$ cat src/rtl/aura_pkg.sv
// Shared constants for the AURA stereo mixer: register map, CTRL bit positions,
// default gains and the sample snapshot taken on each output tick.
package aura_pkg;

   localparam int SAMPLE_W = 16;
   localparam int GAIN_W   = 8;

   localparam int AURA_GAIN_FRAC_DEF = 7;

   localparam logic [1:0] AURA_MIX_OPM_GAIN = 2'd0;
   localparam logic [1:0] AURA_MIX_VA_GAIN  = 2'd1;
   localparam logic [1:0] AURA_MIX_MST_GAIN = 2'd2;
   localparam logic [1:0] AURA_MIX_CTRL     = 2'd3;

   localparam int CTRL_MUTE_BIT = 0;
   localparam int CTRL_OVR_BIT  = 6;
   localparam int CTRL_CLIP_BIT = 7;

   localparam logic [GAIN_W-1:0] AURA_OPM_GAIN_DEF = 8'h40;
   localparam logic [GAIN_W-1:0] AURA_VA_GAIN_DEF  = 8'h40;
   localparam logic [GAIN_W-1:0] AURA_MST_GAIN_DEF = 8'h80;

   typedef struct packed {
      logic [SAMPLE_W-1:0] opm_l;
      logic [SAMPLE_W-1:0] opm_r;
      logic [SAMPLE_W-1:0] va_l;
      logic [SAMPLE_W-1:0] va_r;
   } aura_snap_t;

endpackage

$ cat src/rtl/aura_sat16.sv
// Arithmetic (floor) right shift of a signed value followed by a clamp to
// 16-bit signed; clip_o flags that the clamp was applied.
module aura_sat16 #(
   parameter int IN_W  = 26,
   parameter int SHIFT = 7
) (
   input  logic [IN_W-1:0] din_i,
   output logic [15:0]     dout_o,
   output logic            clip_o
);

   localparam logic signed [IN_W-1:0] SAT_MAX = IN_W'(32767);
   localparam logic signed [IN_W-1:0] SAT_MIN = ~SAT_MAX;

   logic signed [IN_W-1:0] shifted;

   always_comb begin
      shifted = $signed(din_i) >>> SHIFT;
      dout_o  = shifted[15:0];
      clip_o  = 1'b0;
      if (shifted > SAT_MAX) begin
         dout_o = 16'h7FFF;
         clip_o = 1'b1;
      end else if (shifted < SAT_MIN) begin
         dout_o = 16'h8000;
         clip_o = 1'b1;
      end
   end

endmodule

$ cat src/rtl/aura_mixer.sv
// Programmable stereo mixer: per-source and master gains applied with a single
// time-multiplexed 16x9 multiplier, one output sample per sample_tick.
module aura_mixer
   import aura_pkg::*;
#(
   parameter int                GAIN_FRAC    = AURA_GAIN_FRAC_DEF,
   parameter logic [GAIN_W-1:0] OPM_GAIN_RST = AURA_OPM_GAIN_DEF,
   parameter logic [GAIN_W-1:0] VA_GAIN_RST  = AURA_VA_GAIN_DEF,
   parameter logic [GAIN_W-1:0] MST_GAIN_RST = AURA_MST_GAIN_DEF
) (
   input  logic                clk,
   input  logic                rst,
   input  logic                sample_tick,
   input  logic [SAMPLE_W-1:0] opm_l_i,
   input  logic [SAMPLE_W-1:0] opm_r_i,
   input  logic [SAMPLE_W-1:0] va_l_i,
   input  logic [SAMPLE_W-1:0] va_r_i,
   input  logic                reg_wr,
   input  logic [1:0]          reg_addr,
   input  logic [GAIN_W-1:0]   reg_wdata,
   output logic [GAIN_W-1:0]   reg_rdata,
   output logic [SAMPLE_W-1:0] l_chan_o,
   output logic [SAMPLE_W-1:0] r_chan_o,
   output logic                out_valid
);

   localparam logic [2:0] S_IDLE = 3'd0;
   localparam logic [2:0] S_ML0  = 3'd1;
   localparam logic [2:0] S_ML1  = 3'd2;
   localparam logic [2:0] S_MSL  = 3'd3;
   localparam logic [2:0] S_MR0  = 3'd4;
   localparam logic [2:0] S_MR1  = 3'd5;
   localparam logic [2:0] S_MSR  = 3'd6;

   logic [2:0]          state_q, state_d;
   logic [GAIN_W-1:0]   opm_gain_q, opm_gain_d;
   logic [GAIN_W-1:0]   va_gain_q, va_gain_d;
   logic [GAIN_W-1:0]   mst_gain_q, mst_gain_d;
   logic                mute_q, mute_d;
   logic                ovr_q, ovr_d;
   logic                clip_q, clip_d;
   aura_snap_t          snap_q, snap_d;
   logic [GAIN_W-1:0]   g_opm_q, g_opm_d;
   logic [GAIN_W-1:0]   g_va_q, g_va_d;
   logic [GAIN_W-1:0]   g_mst_q, g_mst_d;
   logic                mute_s_q, mute_s_d;
   logic [25:0]         acc_q, acc_d;
   logic [SAMPLE_W-1:0] left_q, left_d;
   logic [SAMPLE_W-1:0] l_chan_q, l_chan_d;
   logic [SAMPLE_W-1:0] r_chan_q, r_chan_d;
   logic                out_valid_q, out_valid_d;

   logic signed [15:0]  mul_a;
   logic [GAIN_W-1:0]   mul_b;
   logic signed [24:0]  prod;
   logic [SAMPLE_W-1:0] acc_sat, res_sat;
   logic                acc_clip, res_clip;
   logic                ovr_set, clip_set;

   // Operand select for the shared multiplier; the scale states reuse it for the master gain.
   always_comb begin
      mul_a = '0;
      mul_b = '0;
      case (state_q)
         S_ML0:        begin mul_a = $signed(snap_q.opm_l); mul_b = g_opm_q; end
         S_ML1:        begin mul_a = $signed(snap_q.va_l);  mul_b = g_va_q;  end
         S_MR0:        begin mul_a = $signed(snap_q.opm_r); mul_b = g_opm_q; end
         S_MR1:        begin mul_a = $signed(snap_q.va_r);  mul_b = g_va_q;  end
         S_MSL, S_MSR: begin mul_a = $signed(acc_sat);      mul_b = g_mst_q; end
         default:      begin mul_a = '0;                    mul_b = '0;      end
      endcase
   end

   assign prod = mul_a * $signed({1'b0, mul_b});

   aura_sat16 #(.IN_W(26), .SHIFT(GAIN_FRAC)) u_sat_acc (
      .din_i (acc_q),
      .dout_o(acc_sat),
      .clip_o(acc_clip)
   );

   aura_sat16 #(.IN_W(25), .SHIFT(GAIN_FRAC)) u_sat_mst (
      .din_i (prod),
      .dout_o(res_sat),
      .clip_o(res_clip)
   );

   assign ovr_set  = sample_tick && (state_q != S_IDLE);
   assign clip_set = ((state_q == S_MSL) || (state_q == S_MSR)) && !mute_s_q
                     && (acc_clip || res_clip);

   always_comb begin
      state_d     = state_q;
      opm_gain_d  = opm_gain_q;
      va_gain_d   = va_gain_q;
      mst_gain_d  = mst_gain_q;
      mute_d      = mute_q;
      ovr_d       = ovr_q;
      clip_d      = clip_q;
      snap_d      = snap_q;
      g_opm_d     = g_opm_q;
      g_va_d      = g_va_q;
      g_mst_d     = g_mst_q;
      mute_s_d    = mute_s_q;
      acc_d       = acc_q;
      left_d      = left_q;
      l_chan_d    = l_chan_q;
      r_chan_d    = r_chan_q;
      out_valid_d = 1'b0;

      case (state_q)
         S_IDLE: begin
            if (sample_tick) begin
               snap_d   = '{opm_l: opm_l_i, opm_r: opm_r_i, va_l: va_l_i, va_r: va_r_i};
               g_opm_d  = opm_gain_q;
               g_va_d   = va_gain_q;
               g_mst_d  = mst_gain_q;
               mute_s_d = mute_q;
               state_d  = S_ML0;
            end
         end
         S_ML0: begin acc_d = {prod[24], prod};          state_d = S_ML1; end
         S_ML1: begin acc_d = acc_q + {prod[24], prod};  state_d = S_MSL; end
         S_MSL: begin
            left_d  = mute_s_q ? '0 : res_sat;
            state_d = S_MR0;
         end
         S_MR0: begin acc_d = {prod[24], prod};          state_d = S_MR1; end
         S_MR1: begin acc_d = acc_q + {prod[24], prod};  state_d = S_MSR; end
         S_MSR: begin
            // Both channels become visible together, left from its holding register.
            l_chan_d    = left_q;
            r_chan_d    = mute_s_q ? '0 : res_sat;
            out_valid_d = 1'b1;
            state_d     = S_IDLE;
         end
         default: state_d = S_IDLE;
      endcase

      if (reg_wr) begin
         case (reg_addr)
            AURA_MIX_OPM_GAIN: opm_gain_d = reg_wdata;
            AURA_MIX_VA_GAIN:  va_gain_d  = reg_wdata;
            AURA_MIX_MST_GAIN: mst_gain_d = reg_wdata;
            default: begin
               mute_d = reg_wdata[CTRL_MUTE_BIT];
               if (reg_wdata[CTRL_OVR_BIT])  ovr_d  = 1'b0;
               if (reg_wdata[CTRL_CLIP_BIT]) clip_d = 1'b0;
            end
         endcase
      end

      // A set event in the same cycle as a write-1-clear keeps the flag set.
      if (ovr_set)  ovr_d  = 1'b1;
      if (clip_set) clip_d = 1'b1;
   end

   always_ff @(posedge clk) begin
      if (rst) begin
         state_q     <= S_IDLE;
         opm_gain_q  <= OPM_GAIN_RST;
         va_gain_q   <= VA_GAIN_RST;
         mst_gain_q  <= MST_GAIN_RST;
         mute_q      <= 1'b0;
         ovr_q       <= 1'b0;
         clip_q      <= 1'b0;
         snap_q      <= '0;
         g_opm_q     <= '0;
         g_va_q      <= '0;
         g_mst_q     <= '0;
         mute_s_q    <= 1'b0;
         acc_q       <= '0;
         left_q      <= '0;
         l_chan_q    <= '0;
         r_chan_q    <= '0;
         out_valid_q <= 1'b0;
      end else begin
         state_q     <= state_d;
         opm_gain_q  <= opm_gain_d;
         va_gain_q   <= va_gain_d;
         mst_gain_q  <= mst_gain_d;
         mute_q      <= mute_d;
         ovr_q       <= ovr_d;
         clip_q      <= clip_d;
         snap_q      <= snap_d;
         g_opm_q     <= g_opm_d;
         g_va_q      <= g_va_d;
         g_mst_q     <= g_mst_d;
         mute_s_q    <= mute_s_d;
         acc_q       <= acc_d;
         left_q      <= left_d;
         l_chan_q    <= l_chan_d;
         r_chan_q    <= r_chan_d;
         out_valid_q <= out_valid_d;
      end
   end

   always_comb begin
      reg_rdata = '0;
      case (reg_addr)
         AURA_MIX_OPM_GAIN: reg_rdata = opm_gain_q;
         AURA_MIX_VA_GAIN:  reg_rdata = va_gain_q;
         AURA_MIX_MST_GAIN: reg_rdata = mst_gain_q;
         default: begin
            reg_rdata[CTRL_MUTE_BIT] = mute_q;
            reg_rdata[CTRL_OVR_BIT]  = ovr_q;
            reg_rdata[CTRL_CLIP_BIT] = clip_q;
         end
      endcase
   end

   assign l_chan_o  = l_chan_q;
   assign r_chan_o  = r_chan_q;
   assign out_valid = out_valid_q;

endmodule

$ cat config.mk
export PLATFORM = sky130hd
export DESIGN_NAME = aura_mixer
export DESIGN_NICKNAME = d
export VERILOG_FILES = /design/src/rtl/aura_pkg.sv /design/src/rtl/aura_sat16.sv /design/src/rtl/aura_mixer.sv
export SDC_FILE = /design/constraint.sdc
export NUM_CORES = 1
export LEC_CHECK = 0
export ABC_CLOCK_PERIOD_IN_PS = 24200
export CORE_MARGIN = 2
export CORE_UTILIZATION = 45
export CTS_CLUSTER_DIAMETER = 100
export DETAILED_ROUTE_END_ITERATION = 7
export PLACE_DENSITY = 0.73
export SYNTH_ARGS = -nofsm -noshare
export SYNTH_HDL_FRONTEND = slang
export SYNTH_SLANG_ARGS = --single-unit
export TNS_END_PERCENT = 20
$ cat constraint.sdc
create_clock -name clk -period 24.2 [get_ports clk]
set_input_delay 7.26 -clock clk [delete_from_list [all_inputs] [get_ports clk]]
set_output_delay 7.26 -clock clk [all_outputs]
set_load 0.1 [all_outputs]
Run 1, metal 2:
Scale: 2 px per um.
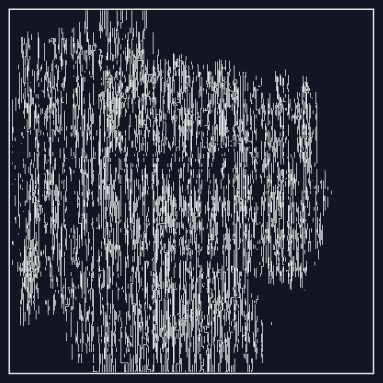
wire length on this layer: 17700 um
main direction: vertical
longest straight run: 54.1 um
nets with wire on the layer: 1778

Run 1, port wiring:
Scale: 1.5 px per um.
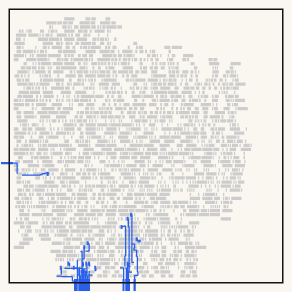
| port | colour | direction | edge | end cells | wire |
|---|---|---|---|---|---|
| opm_l_i | blue | input | 15 bottom, 1 left | 16 | 390 um |

==> flow_summary.toml, run 1 <==
# implementation run metrics
[setup_path]
required_ns = 16.94
critical-path-slowest-cell = "clkdlybuf4s50_1"
startpoint_type = "input pin"
worstPathCellList = "clkdlybuf4s50_1 > nor2b_1 > nand2_1 > o21ai_0 > clkdlybuf4s50_1"
critical_path_cell_count = 5
critical_path.top_delay_family = "buffers and inverters"
worstRegToRegCells = 34
end_kind = "output port"
startpoint = "reg_addr[0]"
r2r_slack_ns = 14.38
path_common_cell = "clkdlybuf4s50_1"

[layout]
fin_area_mm2 = 0.0163
comb_area_share_pct = 56.9
lay_top_count = "nand2_1"
mostFrequentLayoutCells = "nand2_1 (329), dfxtp_1 (194), a21oi_1 (186)"
seq_share_pct = 23.9
regMostFlops = "snap_q"
largest_reg_flops = 64
top_regs = "snap_q: 64 flops, acc_q: 26 flops"
area_growth_syn_to_layout_pct = 14.9
mi_logic_area_mm2 = 0.00925
ff_count = 194
antenna_cells = 0
fin_util_pct = 52.9
clock_area_share_pct = 3.91

[logic_synthesis]
yosysTopAreaCellShare_pct = 27.4
synthFlopType = "dfxtp_1"
yosys_cells = 1757
adder_share_pct = 21.2
ys_sh_aoi_pct = 18.9
fp_nets = 2013
xor_share_pct = 2.47
ys_area_mm2 = 0.0142
topCellsByArea = "dfxtp_1 (27%), fa_1 (15%), nand2_1 (8.8%)"
ys_top_cells_by_count = "nand2_1 (330), dfxtp_1 (194), a21oi_1 (186), inv_1 (170), nor2_1 (155)"
synth.most_common_cell = "nand2_1"
async_reset_ff_share_pct = 0

[worst_hold_path]
hp-start = "left_q[7]$_SDFFE_PP0P_"

[power]
power.internal_w = 0.000550
pg_clk_w = 0.000303
pwr-share-clk_pct = 39.2
power_w = 0.000774
p_leak_nw = 6.96
p_comb_share_pct = 16.0
seq_power_w = 0.000347
pwr-share-seq_pct = 44.8
power_switching_w = 0.000224

[global_route]
overflow = 0
use_met1_pct = 28.7
use_met2_pct = 39.0
grt_pass1_vias = 12410
met3_usage_pct = 3.49
grt-busiest-layer = "met2"
grt_usage_pct = 23.0

[final_timing]
drv_slew = 0
clock_skew_ns = 0.0101
setup_violations = 0
finalCritPeriodShare_pct = 72.4
setup_slack_ns = 6.68

[placement]
place_ws_ns = 6.69
dpl.hpwl_um = 27900
place_area_mm2 = 0.0156

[run_status]
status = "complete, no violations"

[drt]
drt-met1-wl_um = 15800
wl_met3_um = 1960
drtIter0Drc = 856
avgViaCountPerCell = 5.52

[floorplanning]
rows = 64
die_h_um = 181
chip_area_mm2 = 0.0329
core_area_mm2 = 0.0307

[cts]
cts-buffers-inserted = 17
cts_resized = 0
postCtsSetupBuffers = 0
cts_tree = "yes"
clockBufferDepth = 2
clkSinkCount = 194
cts.clk_slew.worst_paths_ns = 0.07

[run]
cap_violations = 0
Run 1, signal wires by layer:
Scale: 1.5 px per um. Two of the layers only.
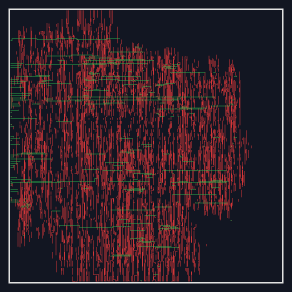
| layer | colour | wire length |
|---|---|---|
| M2 | red | 17700 um |
| M3 | green | 1960 um |

Run 1, placement view:
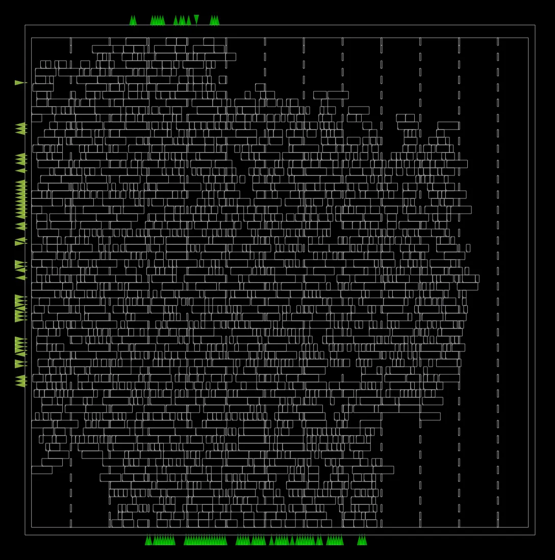

==> run 2, diff against run 1 <==
- ABC_CLOCK_PERIOD_IN_PS: 24200 -> 14550
- PLACE_DENSITY: 0.73 -> 0.75
- clock period: 24.2 -> 14.55 ns (I/O delays scaled with it)
Run 2, placement view:
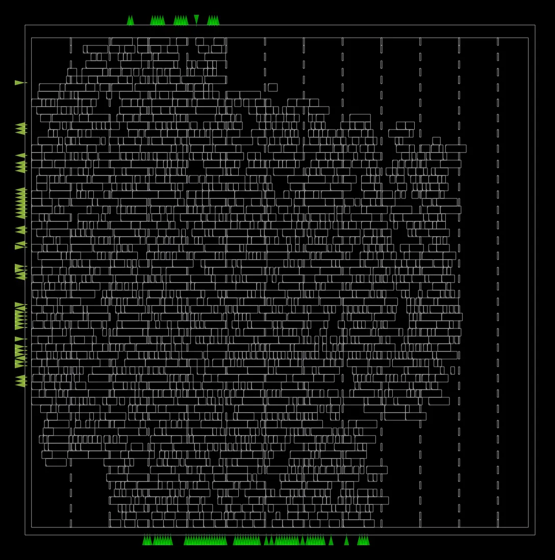
seq_cells: 194
Std-Cell Core Area: 0.0307 mm^2

Run 2, metal 2:
Scale: 2 px per um.
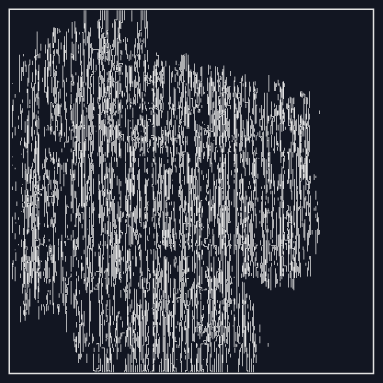
Vias: 12358
routed wire length: 37100 um

==> run 2 against run 1 <==
Utilization rose by 0.065 points. Wire length up 0.53%. Clock power increased by 73%. Largest cell class unchanged. Highest routed layer unchanged. Worst setup slack got worse by 3.9 ns.
==> flow_summary.toml, run 2 <==
# implementation run metrics
[drt]
avgViaCountPerCell = 5.54
wl_met3_um = 2120
drt-met1-wl_um = 15500
drtIter0Drc = 939

[power]
pwr-share-clk_pct = 40.0
p_leak_nw = 6.97
power_w = 0.00131
pg_clk_w = 0.000523
p_comb_share_pct = 15.8
power.internal_w = 0.000892

[placement]
place_area_mm2 = 0.0156
dpl.hpwl_um = 27800
place_ws_ns = 2.77

[logic_synthesis]
async_reset_ff_share_pct = 0
ys_sh_aoi_pct = 18.9
topCellsByArea = "dfxtp_1 (27%), fa_1 (15%), nand2_1 (8.8%)"
adder_share_pct = 21.2
ys_area_mm2 = 0.0142
yosysTopAreaCellShare_pct = 27.4
fp_nets = 2013
xor_share_pct = 2.47
yosys_cells = 1757

[setup_path]
critical-path-slowest-cell = "clkdlybuf4s50_1"
critical_path_cell_count = 5
startpoint = "reg_addr[0]"
r2r_slack_ns = 4.82
worstPathCellList = "clkdlybuf4s50_1 > nor2b_1 > nand2_1 > o21ai_0 > clkdlybuf4s50_1"
end_kind = "output port"
path_common_cell = "clkdlybuf4s50_1"
required_ns = 10.18
critical_path.top_delay_family = "buffers and inverters"

[global_route]
use_met2_pct = 39.3
overflow = 0
grt_pass1_vias = 12251
grt_usage_pct = 22.9
grt-busiest-layer = "met2"

[final_timing]
setup_slack_ns = 2.78
clock_skew_ns = 0.0190
drv_slew = 0
setup_violations = 0
finalCritPeriodShare_pct = 80.9

[run_status]
status = "complete, no violations"

[layout]
antenna_cells = 0
fin_util_pct = 52.9
mostFrequentLayoutCells = "nand2_1 (329), dfxtp_1 (194), a21oi_1 (186)"
regMostFlops = "snap_q"
lay_top_count = "nand2_1"
seq_share_pct = 23.9
comb_area_share_pct = 56.8
clock_area_share_pct = 4.07
largest_reg_flops = 64

[floorplanning]
die_h_um = 181

[run]
cap_violations = 0

[worst_hold_path]
hp-start = "snap_q[60]$_SDFFE_PP0P_"

[cts]
clkSinkCount = 194
cts-buffers-inserted = 17
cts.clk_slew.worst_paths_ns = 0.08
Run 2, port wiring:
Scale: 1.5 px per um.
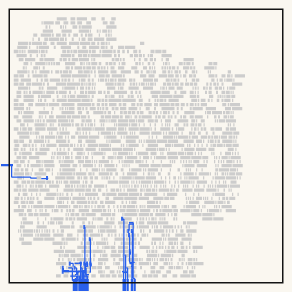

==> run 3, diff against run 2 <==
- ABC_CLOCK_PERIOD_IN_PS: 14550 -> 9700
- clock period: 14.55 -> 9.7 ns (I/O delays scaled with it)
Run 3, port wiring:
Scale: 1.5 px per um.
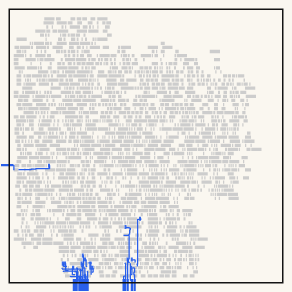
| port | colour | direction | edge | end cells | wire |
|---|---|---|---|---|---|
| opm_l_i | blue | input | 15 bottom, 1 left | 16 | 322 um |

Run 3, pin map:
Scale: 2 px per um. Pins as bars across the die edge, other pins in grey.
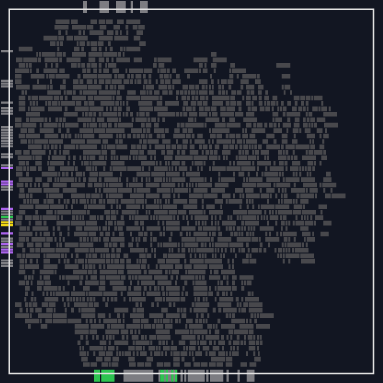
| port | colour | pins | direction | edge |
|---|---|---|---|---|
| reg_addr | yellow | 2 | input | left |
| reg_wdata | purple | 8 | input | left |
| opm_l_i | green | 16 | input | 15 bottom, 1 left |

==> run 3 against run 2 <==
Clock skew is 0.011 ns higher. First-iteration DRC count is 3.9% lower. Worst hold slack better by 0.0045 ns. Sequential power is 51% higher. Register-to-register slack worse by 4.0 ns. Power is 50% higher. Count of clock-buffer cells in the layout stayed put. Combinational power is about 50% higher. Synthesized area stayed put. Clock power is 49% higher. Sequential cell count stayed put. Largest cell class unchanged.
==> flow_summary.toml, run 3 <==
# implementation run metrics
[logic_synthesis]
ys_area_mm2 = 0.0142
xor_share_pct = 2.47
async_reset_ff_share_pct = 0
adder_share_pct = 21.2
topCellsByArea = "dfxtp_1 (27%), fa_1 (15%), nand2_1 (8.8%)"
yosys_cells = 1757

[cts]
clkSinkCount = 194
cts_tree = "yes"

[setup_path]
path_common_cell = "fa_1"
critical-path-slowest-cell = "a21oi_1"
required_ns = 10.04
worstRegToRegCells = 33

[layout]
lay_top_count = "nand2_1"
area_growth_syn_to_layout_pct = 15.0
fin_area_mm2 = 0.0163
ff_count = 194
antenna_cells = 0
fin_util_pct = 52.9
mi_logic_area_mm2 = 0.00925
largest_reg_flops = 64
clock_area_share_pct = 4.04

[power]
seq_power_w = 0.000874
pwr-share-clk_pct = 39.8
pg_clk_w = 0.000781

[drt]
wl_um = 37700
vias = 12363

[floorplanning]
core_area_mm2 = 0.0307
die_h_um = 181
rows = 64

[global_route]
use_met1_pct = 29.0
met3_usage_pct = 3.33
grt-busiest-layer = "met2"
grt_pass1_vias = 12455
use_met2_pct = 40.4

[final_timing]
finalCritPeriodShare_pct = 91.9
drv_slew = 0
clock_skew_ns = 0.0302

[placement]
place_ws_ns = 0.936
dpl.hpwl_um = 28600

[run_status]
status = "complete, no violations"

[worst_hold_path]
hp-start = "g_mst_q[7]$_SDFFE_PP0P_"
Power and IR drop assume default switching activity.
